### Routed metal, one color a layer

Drawn at 3 px/um. Two of the layers only.
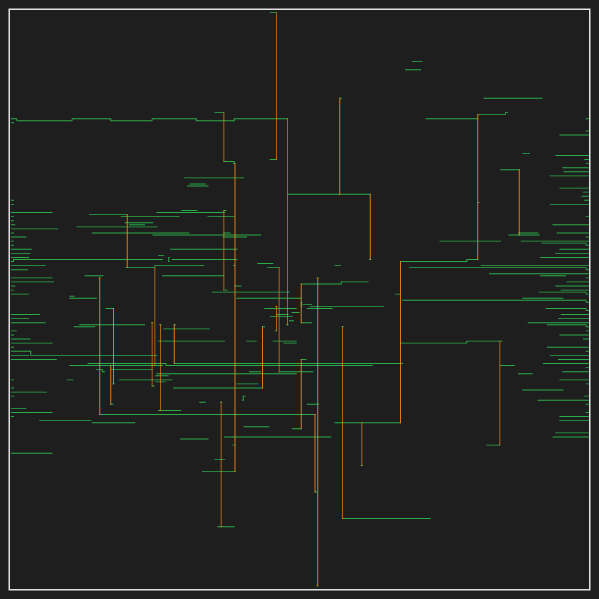
### Clock nets

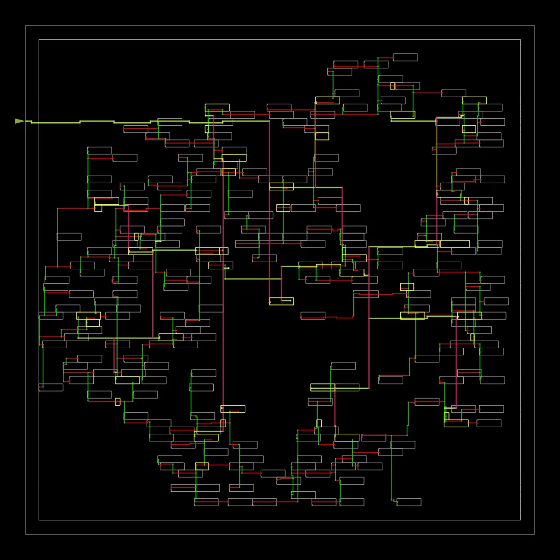
### Register map, names as in the netlist

Drawn at 2 px/um.
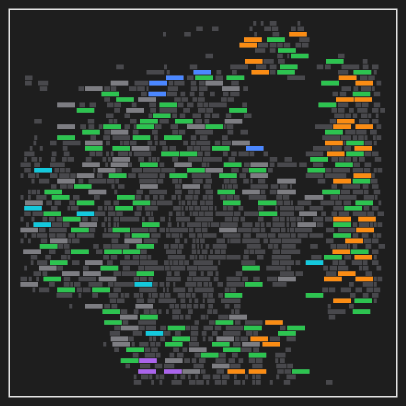
--- config.mk ---
export PLATFORM = sky130hd
export DESIGN_NAME = decode_stage_flat
export DESIGN_NICKNAME = d
export VERILOG_FILES = /design/src/rtl/rv_pkg.sv /design/src/rtl/decode_stage_if.sv /design/src/rtl/dec_comb.sv /design/src/rtl/decode_stage.sv /design/src/flat_wrapper.sv
export SDC_FILE = /design/constraint.sdc
export NUM_CORES = 1
export LEC_CHECK = 0
export ABC_CLOCK_PERIOD_IN_PS = 2080
export CORE_MARGIN = 5
export CORE_UTILIZATION = 30
export DETAILED_ROUTE_END_ITERATION = 7
export SETUP_SLACK_MARGIN = 0.4
export SYNTH_ARGS = -nofsm -noshare
export SYNTH_HDL_FRONTEND = slang
export SYNTH_HIERARCHICAL = 1
export SYNTH_SLANG_ARGS = --single-unit
--- constraint.sdc ---
create_clock -name clock -period 2.08 [get_ports clock]
set_clock_uncertainty 0.2 [all_clocks]
set_input_delay 0.416 -clock clock [delete_from_list [all_inputs] [get_ports clock]]
set_output_delay 0.416 -clock clock [all_outputs]
set_load 0.01 [all_outputs]
--- src/rtl/rv_pkg.sv ---
// Shared RV32I(M) decode types: opcodes, immediate formats and the decoded bundle.
package rv_pkg;

    localparam int unsigned XLEN   = 32;
    localparam int unsigned ADDR_W = 5;

    localparam logic [6:0] OP_OP       = 7'b0110011;
    localparam logic [6:0] OP_IMM      = 7'b0010011;
    localparam logic [6:0] OP_LOAD     = 7'b0000011;
    localparam logic [6:0] OP_JALR     = 7'b1100111;
    localparam logic [6:0] OP_SYSTEM   = 7'b1110011;
    localparam logic [6:0] OP_STORE    = 7'b0100011;
    localparam logic [6:0] OP_BRANCH   = 7'b1100011;
    localparam logic [6:0] OP_LUI      = 7'b0110111;
    localparam logic [6:0] OP_AUIPC    = 7'b0010111;
    localparam logic [6:0] OP_JAL      = 7'b1101111;
    localparam logic [6:0] OP_MISC_MEM = 7'b0001111;

    localparam logic [6:0] F7_ZERO = 7'b0000000;
    localparam logic [6:0] F7_ALT  = 7'b0100000;
    localparam logic [6:0] F7_MUL  = 7'b0000001;

    typedef enum logic [2:0] {
        FMT_R    = 3'd0,
        FMT_I    = 3'd1,
        FMT_S    = 3'd2,
        FMT_B    = 3'd3,
        FMT_U    = 3'd4,
        FMT_J    = 3'd5,
        FMT_NONE = 3'd6
    } fmt_t;

    typedef struct packed {
        logic [XLEN-1:0]   pc;
        logic [6:0]        opcode;
        logic [2:0]        funct3;
        logic [6:0]        funct7;
        logic [ADDR_W-1:0] rs1;
        logic [ADDR_W-1:0] rs2;
        logic [ADDR_W-1:0] rd;
        logic [XLEN-1:0]   imm;
        fmt_t              fmt;
        logic              use_rs1;
        logic              use_rs2;
        logic              wr_rd;
        logic              is_mul;
        logic              illegal;
    } dec_bundle_t;

    // Empty bundle: every field zero, format NONE.
    function automatic dec_bundle_t bundle_rst();
        dec_bundle_t b;
        b     = '0;
        b.fmt = FMT_NONE;
        return b;
    endfunction

endpackage

--- src/rtl/decode_stage_if.sv ---
// Fetch-side handshake plus decoded-bundle outputs of the decode stage.
interface decode_stage_if;
    import rv_pkg::*;

    logic                in_valid;
    logic                in_ready;
    logic [XLEN-1:0]     in_instr;
    logic [XLEN-1:0]     in_pc;
    logic                out_valid;
    logic                out_ready;
    logic [XLEN-1:0]     out_pc;
    logic [6:0]          opcode;
    logic [2:0]          funct3;
    logic [6:0]          funct7;
    logic [ADDR_W-1:0]   rs1;
    logic [ADDR_W-1:0]   rs2;
    logic [ADDR_W-1:0]   rd;
    logic [XLEN-1:0]     imm;
    fmt_t                fmt;
    logic                use_rs1;
    logic                use_rs2;
    logic                wr_rd;
    logic                is_mul;
    logic                illegal;

    modport slave (
        input  in_valid, in_instr, in_pc, out_ready,
        output in_ready, out_valid, out_pc, opcode, funct3, funct7,
               rs1, rs2, rd, imm, fmt, use_rs1, use_rs2, wr_rd, is_mul, illegal
    );

    modport master (
        output in_valid, in_instr, in_pc, out_ready,
        input  in_ready, out_valid, out_pc, opcode, funct3, funct7,
               rs1, rs2, rd, imm, fmt, use_rs1, use_rs2, wr_rd, is_mul, illegal
    );

endinterface

--- src/rtl/dec_comb.sv ---
// Purely combinational instruction word -> decoded bundle.
module dec_comb
    import rv_pkg::*;
#(
    parameter bit EN_M = 1'b1
) (
    input  logic [XLEN-1:0] instr,
    input  logic [XLEN-1:0] pc,
    output dec_bundle_t     dec
);

    logic [6:0]      op;
    logic [2:0]      f3;
    logic [6:0]      f7;
    logic            sgn;
    logic [XLEN-1:0] imm_i, imm_s, imm_b, imm_u, imm_j;

    assign op  = instr[6:0];
    assign f3  = instr[14:12];
    assign f7  = instr[31:25];
    assign sgn = instr[31];

    assign imm_i = {{(XLEN-12){sgn}}, instr[31:20]};
    assign imm_s = {{(XLEN-12){sgn}}, instr[31:25], instr[11:7]};
    assign imm_b = {{(XLEN-13){sgn}}, sgn, instr[7], instr[30:25], instr[11:8], 1'b0};
    assign imm_u = {instr[31:12], 12'b0};
    assign imm_j = {{(XLEN-21){sgn}}, sgn, instr[19:12], instr[20], instr[30:21], 1'b0};

    // Format, immediate and register-usage selection; illegal encodings squash all usage.
    always_comb begin
        dec         = bundle_rst();
        dec.pc      = pc;
        dec.opcode  = op;
        dec.funct3  = f3;
        dec.funct7  = f7;
        dec.rs1     = instr[19:15];
        dec.rs2     = instr[24:20];
        dec.rd      = instr[11:7];

        case (op)
            OP_OP: begin
                dec.fmt     = FMT_R;
                dec.use_rs1 = 1'b1;
                dec.use_rs2 = 1'b1;
                dec.wr_rd   = 1'b1;
                case (f7)
                    F7_ZERO: dec.illegal = 1'b0;
                    F7_ALT:  dec.illegal = (f3 != 3'b000) && (f3 != 3'b101);
                    F7_MUL: begin
                        dec.illegal = !EN_M;
                        dec.is_mul  = EN_M;
                    end
                    default: dec.illegal = 1'b1;
                endcase
            end
            OP_IMM: begin
                dec.fmt     = FMT_I;
                dec.imm     = imm_i;
                dec.use_rs1 = 1'b1;
                dec.wr_rd   = 1'b1;
                if (f3 == 3'b001) dec.illegal = (f7 != F7_ZERO);
                if (f3 == 3'b101) dec.illegal = (f7 != F7_ZERO) && (f7 != F7_ALT);
            end
            OP_LOAD: begin
                dec.fmt     = FMT_I;
                dec.imm     = imm_i;
                dec.use_rs1 = 1'b1;
                dec.wr_rd   = 1'b1;
                dec.illegal = (f3 == 3'b011) || (f3 == 3'b110) || (f3 == 3'b111);
            end
            OP_JALR: begin
                dec.fmt     = FMT_I;
                dec.imm     = imm_i;
                dec.use_rs1 = 1'b1;
                dec.wr_rd   = 1'b1;
                dec.illegal = (f3 != 3'b000);
            end
            OP_SYSTEM: begin
                dec.fmt     = FMT_I;
                dec.imm     = imm_i;
                dec.use_rs1 = 1'b1;
                dec.wr_rd   = 1'b1;
            end
            OP_STORE: begin
                dec.fmt     = FMT_S;
                dec.imm     = imm_s;
                dec.use_rs1 = 1'b1;
                dec.use_rs2 = 1'b1;
                dec.illegal = (f3 >= 3'b011);
            end
            OP_BRANCH: begin
                dec.fmt     = FMT_B;
                dec.imm     = imm_b;
                dec.use_rs1 = 1'b1;
                dec.use_rs2 = 1'b1;
                dec.illegal = (f3 == 3'b010) || (f3 == 3'b011);
            end
            OP_LUI, OP_AUIPC: begin
                dec.fmt   = FMT_U;
                dec.imm   = imm_u;
                dec.wr_rd = 1'b1;
            end
            OP_JAL: begin
                dec.fmt   = FMT_J;
                dec.imm   = imm_j;
                dec.wr_rd = 1'b1;
            end
            OP_MISC_MEM: begin
                dec.fmt = FMT_I;
                dec.imm = imm_i;
            end
            default: dec.illegal = 1'b1;
        endcase

        if (instr[1:0] != 2'b11) dec.illegal = 1'b1;

        if (dec.illegal) begin
            dec.fmt     = FMT_NONE;
            dec.imm     = '0;
            dec.use_rs1 = 1'b0;
            dec.use_rs2 = 1'b0;
            dec.wr_rd   = 1'b0;
            dec.is_mul  = 1'b0;
        end

        if (dec.rd == '0) dec.wr_rd = 1'b0;
    end

endmodule

--- src/rtl/decode_stage.sv ---
// Registered decode stage: main output register plus one skid entry behind valid/ready.
module decode_stage
    import rv_pkg::*;
#(
    parameter bit EN_M = 1'b1
) (
    input  logic           clock,
    input  logic           n_reset,
    input  logic           flush,
    decode_stage_if.slave  bus
);

    dec_bundle_t dec_new;
    dec_bundle_t main_q, main_n;
    dec_bundle_t skid_q, skid_n;
    logic        main_v_q, main_v_n;
    logic        skid_v_q, skid_v_n;
    logic        in_ready_q, in_ready_n;
    logic        acc, drain;

    dec_comb #(.EN_M(EN_M)) u_dec (
        .instr (bus.in_instr),
        .pc    (bus.in_pc),
        .dec   (dec_new)
    );

    assign acc   = bus.in_valid && in_ready_q;
    assign drain = main_v_q && bus.out_ready;

    // Occupancy update: skid refills main on drain, new accepts go to main or skid.
    always_comb begin
        main_n   = main_q;
        skid_n   = skid_q;
        main_v_n = main_v_q;
        skid_v_n = skid_v_q;

        if (flush) begin
            main_n   = bundle_rst();
            skid_n   = bundle_rst();
            main_v_n = 1'b0;
            skid_v_n = 1'b0;
        end else if (drain) begin
            if (skid_v_q) begin
                main_n   = skid_q;
                skid_v_n = 1'b0;
            end else if (acc) begin
                main_n = dec_new;
            end else begin
                main_v_n = 1'b0;
            end
        end else if (acc) begin
            if (main_v_q) begin
                skid_n   = dec_new;
                skid_v_n = 1'b1;
            end else begin
                main_n   = dec_new;
                main_v_n = 1'b1;
            end
        end

        in_ready_n = !skid_v_n;
    end

    // State registers; reset empties both entries and clears the visible bundle.
    always_ff @(posedge clock or negedge n_reset) begin
        if (!n_reset) begin
            main_q     <= bundle_rst();
            skid_q     <= bundle_rst();
            main_v_q   <= 1'b0;
            skid_v_q   <= 1'b0;
            in_ready_q <= 1'b0;
        end else begin
            main_q     <= main_n;
            skid_q     <= skid_n;
            main_v_q   <= main_v_n;
            skid_v_q   <= skid_v_n;
            in_ready_q <= in_ready_n;
        end
    end

    assign bus.in_ready  = in_ready_q;
    assign bus.out_valid = main_v_q;
    assign bus.out_pc    = main_q.pc;
    assign bus.opcode    = main_q.opcode;
    assign bus.funct3    = main_q.funct3;
    assign bus.funct7    = main_q.funct7;
    assign bus.rs1       = main_q.rs1;
    assign bus.rs2       = main_q.rs2;
    assign bus.rd        = main_q.rd;
    assign bus.imm       = main_q.imm;
    assign bus.fmt       = main_q.fmt;
    assign bus.use_rs1   = main_q.use_rs1;
    assign bus.use_rs2   = main_q.use_rs2;
    assign bus.wr_rd     = main_q.wr_rd;
    assign bus.is_mul    = main_q.is_mul;
    assign bus.illegal   = main_q.illegal;

endmodule

--- src/flat_wrapper.sv ---
// flat-port wrapper written by rule: the top's interface ports become plain ports
module decode_stage_flat import rv_pkg::*;
#(
    parameter bit EN_M = 1'b1
)
  (clock, n_reset, flush, bus_in_valid, bus_in_instr, bus_in_pc, bus_out_ready, bus_in_ready, bus_out_valid, bus_out_pc, bus_opcode, bus_funct3, bus_funct7, bus_rs1, bus_rs2, bus_rd, bus_imm, bus_fmt, bus_use_rs1, bus_use_rs2, bus_wr_rd, bus_is_mul, bus_illegal);
  decode_stage_if bus_i ();
  input  logic clock;
  input  logic n_reset;
  input  logic flush;
  input wire logic [$bits(bus_i.in_valid)-1:0] bus_in_valid;
  input wire logic [$bits(bus_i.in_instr)-1:0] bus_in_instr;
  input wire logic [$bits(bus_i.in_pc)-1:0] bus_in_pc;
  input wire logic [$bits(bus_i.out_ready)-1:0] bus_out_ready;
  output wire logic [$bits(bus_i.in_ready)-1:0] bus_in_ready;
  output wire logic [$bits(bus_i.out_valid)-1:0] bus_out_valid;
  output wire logic [$bits(bus_i.out_pc)-1:0] bus_out_pc;
  output wire logic [$bits(bus_i.opcode)-1:0] bus_opcode;
  output wire logic [$bits(bus_i.funct3)-1:0] bus_funct3;
  output wire logic [$bits(bus_i.funct7)-1:0] bus_funct7;
  output wire logic [$bits(bus_i.rs1)-1:0] bus_rs1;
  output wire logic [$bits(bus_i.rs2)-1:0] bus_rs2;
  output wire logic [$bits(bus_i.rd)-1:0] bus_rd;
  output wire logic [$bits(bus_i.imm)-1:0] bus_imm;
  output wire logic [$bits(bus_i.fmt)-1:0] bus_fmt;
  output wire logic [$bits(bus_i.use_rs1)-1:0] bus_use_rs1;
  output wire logic [$bits(bus_i.use_rs2)-1:0] bus_use_rs2;
  output wire logic [$bits(bus_i.wr_rd)-1:0] bus_wr_rd;
  output wire logic [$bits(bus_i.is_mul)-1:0] bus_is_mul;
  output wire logic [$bits(bus_i.illegal)-1:0] bus_illegal;
  assign bus_i.in_valid = bus_in_valid;
  assign bus_i.in_instr = bus_in_instr;
  assign bus_i.in_pc = bus_in_pc;
  assign bus_i.out_ready = bus_out_ready;
  assign bus_in_ready = bus_i.in_ready;
  assign bus_out_valid = bus_i.out_valid;
  assign bus_out_pc = bus_i.out_pc;
  assign bus_opcode = bus_i.opcode;
  assign bus_funct3 = bus_i.funct3;
  assign bus_funct7 = bus_i.funct7;
  assign bus_rs1 = bus_i.rs1;
  assign bus_rs2 = bus_i.rs2;
  assign bus_rd = bus_i.rd;
  assign bus_imm = bus_i.imm;
  assign bus_fmt = bus_i.fmt;
  assign bus_use_rs1 = bus_i.use_rs1;
  assign bus_use_rs2 = bus_i.use_rs2;
  assign bus_wr_rd = bus_i.wr_rd;
  assign bus_is_mul = bus_i.is_mul;
  assign bus_illegal = bus_i.illegal;
  decode_stage #(.EN_M(EN_M)) u_core (.clock(clock), .n_reset(n_reset), .flush(flush), .bus(bus_i));
endmodule
==> results.txt <==
Implementation results. The run finished with clean final reports. The report puts the hold buffer count at CTS at 1. Total area of multi-input combinational cells landed at 0.00468 mm2. After global routing, the most crowded layer is met2. Ranking logic cells in the layout by count gives the top entries sky130_fd_sc_hd__dfrtp_1, sky130_fd_sc_hd__buf_4, sky130_fd_sc_hd__a22o_1.

The register with the most flip-flops in the layout has 104 of them. Combinational share of power landed at 17.4%. Synthesized netlist cell count landed at 834.

In this build the clock could be raised as far as 0.511 GHz. Once routing completed, OpenROAD measured the worst setup slack at 0.122 ns. Walking the worst path, the cells encountered are buf_8, nor4_4, buf_4, nand2_4, o2111ai_2, buf_4, nand4_4, buf_6, buf_6, a211oi_2, buf_4, mux2i_1, o2bb2ai_1. The top cell type in the final layout, fill and taps aside, is sky130_fd_sc_hd__dfrtp_1. The synthesis run shows the most used standard cells to be sky130_fd_sc_hd__dfrtp_1, sky130_fd_sc_hd__a22o_1, sky130_fd_sc_hd__mux2i_1. Critical-path maximum fanout landed at 4. Multi-input combinational cell count landed at 477. STA classifies the critical path endpoint as a flip-flop.

Per the OpenROAD floorplan log, the area of the die is 0.0372 mm2. Mean cell area of the mapped netlist landed at 12.0 um2. In this design, the largest share of critical-path delay is due to buffers and inverters. For reference, the critical path is captured by u_core/bus.imm[31]$_DFFE_PN0P_. Detailed-route iteration 0 reported a violation count of 518.

The first detailed-routing pass took 5 iterations. Looking at the hold checks, the worst path lands on u_core/skid_q[69]$_DFFE_PN0P_. In the finished layout, the clock tree contains a buffer count of 38.

Via density per instance landed at 5.21. The most frequently used library cell after synthesis is sky130_fd_sc_hd__dfrtp_1. The largest single stage delay on the critical path is 0.24 ns.

Met3 demand-to-capacity share in global routing landed at 3.31%. The transition time recorded at the tightest slew-check pin is 0.410 ns. In this run, the synthesized area fraction spent on adder and majority cells is recorded as 0%. Count of antenna diodes in the layout landed at 0. Count of buffers inserted at the top-level ports landed at 174. Flip-flop and latch power landed at 0.00433 W.

The largest individual stage delay along the critical path comes from the cell sky130_fd_sc_hd__nor4_4. The area taken by sequential standard cells is reported as 0.00529 mm2. The routed layout has 8418 vias. First-pass GRT wire length landed at 50200 um. The gate-level netlist out of Yosys references 59 unique cell types. Of the total synthesized cell area, the portion taken by AND-OR and OR-AND cells is 22.9%. For reference, the top cells by area after synthesis are sky130_fd_sc_hd__dfrtp_1, sky130_fd_sc_hd__mux2i_1, sky130_fd_sc_hd__a22o_1. In this run the standard cell core region covers 0.0333 mm2. According to the I/O placement log, the pin count is 175. The highest layer touched by signal routing is met4. Final weighted congestion in routability-driven placement landed at 0.830. After synthesis, the share of cell area in mux cells is 10.4%. The net count of the finished layout is 1219.

Hold-check failures listed in the final report amount to 0. The worst hold path begins at bus_in_instr[4]. In this run the power density over the cells is 662 mW/mm2. Walking the critical path from launch to capture passes 13 cell instances. The share of the core area taken by cells at floorplan is 30.2%. Internal power landed at 0.00774 W. The design draws 0.0105 W. Post-synth net total landed at 903. Worst path buffer plus inverter count landed at 6. Worst supply voltage drop on vdd landed at 553 uV.

Recorded from the global router log, the overflow total was 0.
About 'Routed metal, one color a layer':
Key: orange = M4 [wire length 1020 um]; green = M3 [wire length 2460 um]
combined global-route utilization of all metal layers: 17.1%
Wirelength per Cell: 23.4 um
Detailed Route WL: 37900 um

About 'Clock nets':
number of buffers created by CTS: 25
source-to-sink clock delay at the later pin of the worst-skew pair: 0.53 ns

About 'Register map, names as in the netlist':
Key: orange = u_core/bus.out_pc [sequential cells 32]; blue = u_core/bus.rd [sequential cells 5, where north]; purple = u_core/bus.funct3 [sequential cells 3]; green = u_core/skid_q [sequential cells 104, where spread over the die]; cyan = u_core/bus.funct7 [sequential cells 7]
Another 60 sequential cells are not colored.

No activity file was given, so power comes from the tool's default toggle rates.
